--- src/rtl/alu_cmd_sequencer.sv ---
// Command sequencer for an external 8-bit combinational ALU: register file, valid/ready
// command and response channels, 16-bit chaining on register pairs, sticky flags.
module alu_cmd_sequencer #(
   parameter  int NREGS = 4,
   localparam int RW    = $clog2(NREGS)
) (
   input  logic          clk,
   input  logic          rst_n,
   input  logic          cmd_valid,
   output logic          cmd_ready,
   input  logic [7:0]    cmd_op,
   input  logic [RW-1:0] cmd_dst,
   input  logic [RW-1:0] cmd_sa,
   input  logic [RW-1:0] cmd_sb,
   input  logic          cmd_imm_en,
   input  logic [7:0]    cmd_imm,
   input  logic          cmd_wide,
   input  logic          cmd_load,
   output logic [7:0]    alu_a,
   output logic [7:0]    alu_b,
   output logic [7:0]    alu_op,
   input  logic [7:0]    alu_z,
   input  logic [7:0]    alu_flags,
   output logic          rsp_valid,
   input  logic          rsp_ready,
   output logic [15:0]   rsp_data,
   output logic [7:0]    rsp_flags,
   output logic [7:0]    flags_q,
   input  logic          flags_clr,
   input  logic [RW-1:0] rd_idx,
   output logic [7:0]    rd_data
);

   typedef enum logic [2:0] {
      ST_IDLE = 3'd0,
      ST_LO   = 3'd1,
      ST_HI   = 3'd2,
      ST_INC  = 3'd3,
      ST_RESP = 3'd4
   } state_t;

   state_t        state_r, state_n_s;
   logic [7:0]    regs_r [NREGS];
   logic [RW-1:0] dst_r;
   logic          wide_r, add_r, carry_r, hi_ovf_r;
   logic [7:0]    a_hi_r, b_hi_r, z_lo_r, flags_lo_r;

   logic [RW-1:0] dst_s, sa_s, sb_s, sa_hi_s, sb_hi_s, dst_hi_s;
   logic [7:0]    b_lo_s, b_hi_s;
   logic          wide_legal_s, start_s;
   logic          rsp_set_s, wr_lo_en_s, wr_hi_en_s;
   logic [RW-1:0] wr_lo_idx_s;
   logic [7:0]    wr_lo_data_s, wr_hi_data_s;
   logic [15:0]   rsp_data_s;
   logic [7:0]    rsp_flags_s;

   // Wide commands address an aligned pair, so the index LSB is dropped.
   assign dst_s        = cmd_wide ? {cmd_dst[RW-1:1], 1'b0} : cmd_dst;
   assign sa_s         = cmd_wide ? {cmd_sa[RW-1:1], 1'b0} : cmd_sa;
   assign sb_s         = cmd_wide ? {cmd_sb[RW-1:1], 1'b0} : cmd_sb;
   assign sa_hi_s      = {cmd_sa[RW-1:1], 1'b1};
   assign sb_hi_s      = {cmd_sb[RW-1:1], 1'b1};
   assign dst_hi_s     = {dst_r[RW-1:1], 1'b1};
   assign b_lo_s       = cmd_imm_en ? cmd_imm : regs_r[sb_s];
   assign b_hi_s       = cmd_imm_en ? 8'h00 : regs_r[sb_hi_s];
   assign wide_legal_s = (cmd_op[4:0] == 5'd0) ||
                         ((cmd_op[4:0] >= 5'd5) && (cmd_op[4:0] <= 5'd11));
   assign start_s      = (state_r == ST_IDLE) && (state_n_s == ST_LO);
   assign rd_data      = regs_r[rd_idx];

   // Next state, response contents and register write-back selection.
   always_comb begin
      state_n_s    = state_r;
      rsp_set_s    = 1'b0;
      rsp_data_s   = 16'h0000;
      rsp_flags_s  = 8'h00;
      wr_lo_en_s   = 1'b0;
      wr_hi_en_s   = 1'b0;
      wr_lo_idx_s  = dst_r;
      wr_lo_data_s = z_lo_r;
      wr_hi_data_s = alu_z;
      case (state_r)
         ST_IDLE: begin
            if (cmd_valid) begin
               if (cmd_load) begin
                  state_n_s    = ST_RESP;
                  rsp_set_s    = 1'b1;
                  rsp_data_s   = {8'h00, cmd_imm};
                  wr_lo_en_s   = 1'b1;
                  wr_lo_idx_s  = cmd_dst;
                  wr_lo_data_s = cmd_imm;
               end else if (cmd_wide && !wide_legal_s) begin
                  state_n_s   = ST_RESP;
                  rsp_set_s   = 1'b1;
                  rsp_flags_s = 8'h20;
               end else begin
                  state_n_s = ST_LO;
               end
            end else begin
               state_n_s = ST_IDLE;
            end
         end
         ST_LO: begin
            if (wide_r) begin
               state_n_s = ST_HI;
            end else begin
               state_n_s    = ST_RESP;
               rsp_set_s    = 1'b1;
               rsp_data_s   = {8'h00, alu_z};
               rsp_flags_s  = alu_flags;
               wr_lo_en_s   = 1'b1;
               wr_lo_data_s = alu_z;
            end
         end
         ST_HI: begin
            if (add_r && carry_r) begin
               state_n_s = ST_INC;
            end else begin
               state_n_s   = ST_RESP;
               rsp_set_s   = 1'b1;
               rsp_data_s  = {alu_z, z_lo_r};
               rsp_flags_s = add_r ? {7'h00, alu_flags[0]} : (flags_lo_r | alu_flags);
               wr_lo_en_s  = 1'b1;
               wr_hi_en_s  = 1'b1;
            end
         end
         ST_INC: begin
            state_n_s   = ST_RESP;
            rsp_set_s   = 1'b1;
            rsp_data_s  = {alu_z, z_lo_r};
            rsp_flags_s = {7'h00, hi_ovf_r | alu_flags[0]};
            wr_lo_en_s  = 1'b1;
            wr_hi_en_s  = 1'b1;
         end
         ST_RESP: begin
            if (rsp_ready) begin
               state_n_s = ST_IDLE;
            end else begin
               state_n_s = ST_RESP;
            end
         end
         default: state_n_s = ST_IDLE;
      endcase
   end

   // State register and handshake outputs, registered from the next state.
   always_ff @(posedge clk or negedge rst_n) begin
      if (!rst_n) begin
         state_r   <= ST_IDLE;
         cmd_ready <= 1'b1;
         rsp_valid <= 1'b0;
      end else begin
         state_r   <= state_n_s;
         cmd_ready <= (state_n_s == ST_IDLE);
         rsp_valid <= (state_n_s == ST_RESP);
      end
   end

   // Register file write-back.
   always_ff @(posedge clk or negedge rst_n) begin
      if (!rst_n) begin
         for (int i = 0; i < NREGS; i++) regs_r[i] <= 8'h00;
      end else begin
         if (wr_lo_en_s) regs_r[wr_lo_idx_s] <= wr_lo_data_s;
         if (wr_hi_en_s) regs_r[dst_hi_s]    <= wr_hi_data_s;
      end
   end

   // ALU operand drive and per-command context for the chained steps.
   always_ff @(posedge clk or negedge rst_n) begin
      if (!rst_n) begin
         alu_a      <= 8'h00;
         alu_b      <= 8'h00;
         alu_op     <= 8'h00;
         a_hi_r     <= 8'h00;
         b_hi_r     <= 8'h00;
         z_lo_r     <= 8'h00;
         flags_lo_r <= 8'h00;
         dst_r      <= '0;
         wide_r     <= 1'b0;
         add_r      <= 1'b0;
         carry_r    <= 1'b0;
         hi_ovf_r   <= 1'b0;
      end else if (start_s) begin
         alu_a  <= regs_r[sa_s];
         alu_b  <= b_lo_s;
         alu_op <= cmd_wide ? {3'b000, cmd_op[4:0]} : cmd_op;
         a_hi_r <= regs_r[sa_hi_s];
         b_hi_r <= b_hi_s;
         dst_r  <= dst_s;
         wide_r <= cmd_wide;
         add_r  <= cmd_wide && (cmd_op[4:0] == 5'd0);
      end else if ((state_r == ST_LO) && wide_r) begin
         z_lo_r     <= alu_z;
         carry_r    <= alu_flags[0];
         flags_lo_r <= alu_flags;
         alu_a      <= a_hi_r;
         alu_b      <= b_hi_r;
      end else if ((state_r == ST_HI) && (state_n_s == ST_INC)) begin
         hi_ovf_r <= alu_flags[0];
         alu_a    <= alu_z;
         alu_b    <= 8'h01;
         alu_op   <= 8'h00;
      end
   end

   // Response registers and sticky flags; a clear coinciding with new flags keeps the new ones.
   always_ff @(posedge clk or negedge rst_n) begin
      if (!rst_n) begin
         rsp_data  <= 16'h0000;
         rsp_flags <= 8'h00;
         flags_q   <= 8'h00;
      end else if (rsp_set_s) begin
         rsp_data  <= rsp_data_s;
         rsp_flags <= rsp_flags_s;
         flags_q   <= (flags_clr ? 8'h00 : flags_q) | rsp_flags_s;
      end else if (flags_clr) begin
         flags_q <= 8'h00;
      end
   end

endmodule
--- config.mk ---
export PLATFORM = sky130hd
export DESIGN_NAME = alu_cmd_sequencer
export DESIGN_NICKNAME = d
export VERILOG_FILES = /design/src/rtl/alu_cmd_sequencer.sv
export SDC_FILE = /design/constraint.sdc
export NUM_CORES = 1
export LEC_CHECK = 0
export CORE_MARGIN = 1.5
export CORE_UTILIZATION = 35
export DETAILED_ROUTE_END_ITERATION = 12
export PLACE_DENSITY_LB_ADDON = 0.25
export SLEW_MARGIN = 15
export SYNTH_ARGS = -nofsm -noshare
export SYNTH_HDL_FRONTEND = slang
export SYNTH_SLANG_ARGS = --single-unit
--- constraint.sdc ---
create_clock -name clk -period 4.7 [get_ports clk]
set_clock_uncertainty 0.15 [all_clocks]
set_input_delay 0.47 -clock clk [delete_from_list [all_inputs] [get_ports clk]]
set_output_delay 0.47 -clock clk [all_outputs]
set_load 0.01 [all_outputs]
met1.png
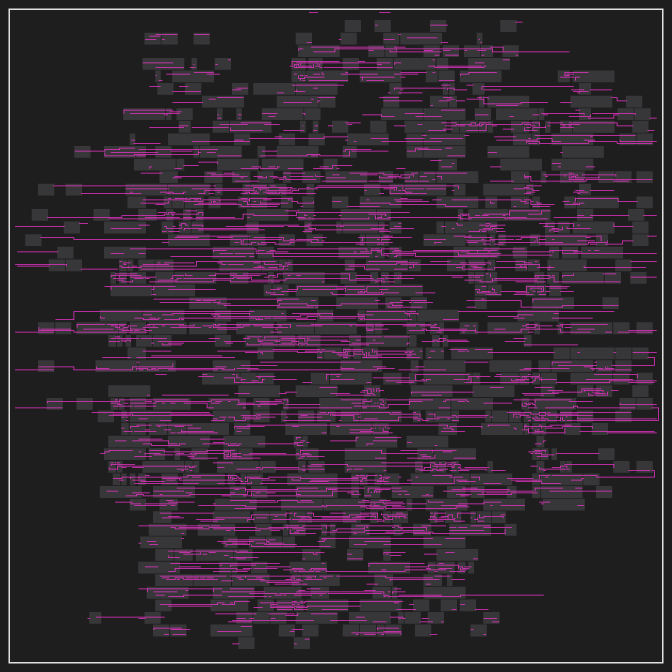
624 nets have wire on it. The layer holds 45% of the routed length. The longest straight run is 43.2 um. The wires run mostly horizontal. The layer carries 8220 um of wire.

met2.png
Scale bar: 50 um.
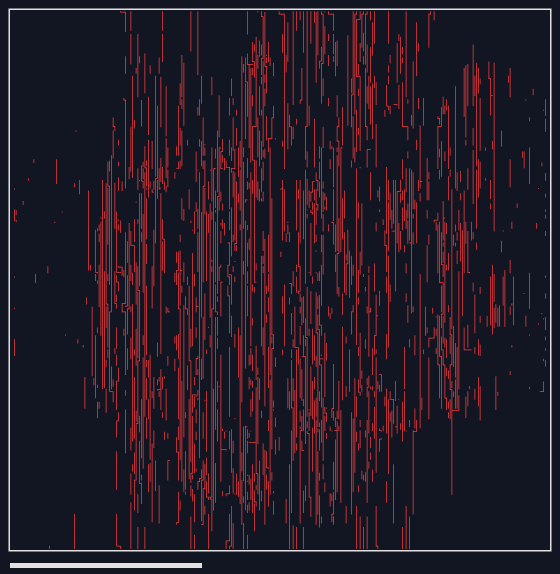
The wires run mostly vertical. The layer holds 48% of the routed length.
final wirelength: 18400 um
via count: 4900

met3.png
Scale bar: 50 um.
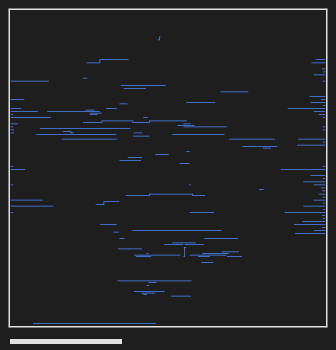
The longest straight run is 54.5 um. The layer carries 1080 um of wire. The wires run mostly horizontal. The layer holds 5.9% of the routed length.
grt met3 use: 4.65%

==> results.cfg <==
; yosys + openroad results
[final_timing]
hold_viol_final = 4
post-route-min-period_ns = 3.15
finalHoldWorstSlack_ns = -0.0169
slew_headroom_pct = 26.6

[place]
numPortBuffers = 113
dpl.hpwl_um = 13500

[cells_and_area]
layout-drive-gt1-share_pct = 18.5
final_cells = 883
stdcell_area_sq_um = 8420
area_growth_pct = 26.7
nets = 685
post-route-util_pct = 45.2
layout_top_cells = 129 x dfrtp_1, 112 x clkdlybuf4s50_1, 59 x mux2i_1
nFillCells = 1721

[power]
switching_share_pct = 33.1
power_density_nw_per_um2 = 589
pwr-share-seq_pct = 40.0

[logic_synthesis]
ys_area_sq_um = 6650
yosysUniqueCellTypes = 48
synth.yosys.seq_area_share_pct = 49.0
syn_nets = 585
syn_area_sq_um = 6650
topCellsByArea = dfrtp_1 49%, mux2i_1 8.9%, mux2_2 7.8%

[critical_path]
timing.critical_path.max_delay_family = simple AND/OR/NAND/NOR gates
path_buffers = 2
worst-endpoint-required_ns = 4.88
worstSetupPathType = reg2reg
endpoint_kind = flop
critPathSlowestCell = and2_1

[drt]
drtIter0Drc = 366
drtPass1Iterations = 5
ant_nets = 0
drt-vias-per-instance = 5.55

[clocking]
clkLatencyLatePin_ns = 0.42
cts_tree = done
post_cts_buffers = 0
clock-root-buffer = clkbuf_16
cts_max_level = 4
cts_hold_buf = 0

[run_status]
status = complete, but fails checks
violations = negative hold slack

[global_route]
grt_overflow = 0
grt_busiest_layer = met2
use_met2_pct = 30.9

[die]
dieArea_sq_um = 19800
io-pin-count = 114
initial_core_util_pct = 35.7

[worst_hold_path]
min_path_type = in2async
met4.png
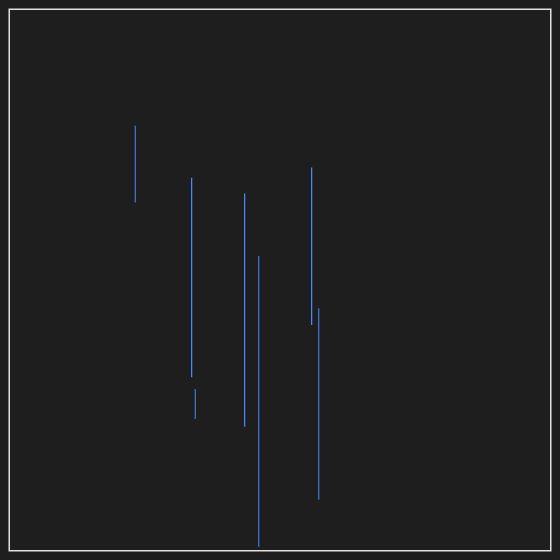
The longest straight run is 75.5 um. The layer carries 305 um of wire. The layer holds 1.7% of the routed length. The wires run mostly vertical.

final_clocks.png
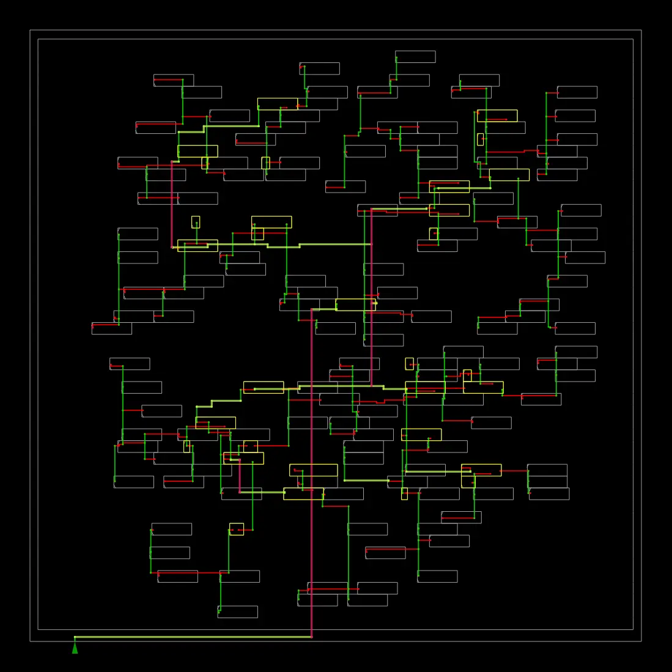
clk pwr: 1190 uW
Seq cells: 130

[Yosys cell counts (all sizes together), types with 11 or more instances]
library cell and instances:
dfrtp 129, mux2i 59, mux2 51, a21oi 41, nand2 32, o21ai 30
a21o 26, buf 26, mux4 23, nor2 19, clkbuf 13, inv 13
a32o 11
[cells by family after synthesis]
family | synth area share [%]
flops | 49.0
xor+xnor | 0.132
mux | 25.3
simple gates | 6.70
compound gates | 14.7
buf+inv | 4.16
[routing by layer]
metal	vias up	share of wire (%)
met3	16	5.9
met1	2500	45
li1	2202	-
met5	-	0
met2	182	48
met4	0	1.7
[power groups by stage]
stage	sequential (uW)	combinational (uW)	clock, uW
CTS	1980	1810	1210
floorplan	1960	1010	0
finish	1990	1790	1190
global route	2050	1930	1270
global placement	1970	1760	0
detailed placement	2000	1800	0
[worst reg2reg max path, delay by kind of cell, from the launching register on]
family	cells	cell delay, ns
muxes	1	0.19
DFF	1	0.52
and+or+nand+nor	3	1.68
buffers and inverters	2	0.54
[worst paths after layout]
check	cells past startpoint	slack, ns	startpoint	to
max reg2reg	6	1.55	state_r[2]$_DFF_PN0_	dst_r[0]$_DFFE_PN0N_
min	1	-0.02	rst_n	async pin
max	6	1.55	state_r[2]$_DFF_PN0_	dst_r[0]$_DFFE_PN0N_
min reg2reg	1	0.33	rsp_flags[0]$_DFFE_PN0P_	rsp_flags[0]$_DFFE_PN0P_
max in group asynchronous	2	3.39	rst_n	cmd_ready$_DFF_PN1_
min in group clk	1	0.33	rsp_flags[0]$_DFFE_PN0P_	rsp_flags[0]$_DFFE_PN0P_
[cell type report]
class | instances | share of cell area [%]
sequential | 130 | 38.6
multi-input combinational | 355 | 37.0
timing repair buffer | 120 | 14.0
tap | 234 | 3.48
inverter | 13 | 0.579
clock inverter | 10 | 1.05
clock buffer | 21 | 5.23
Power and IR drop assume default switching activity.
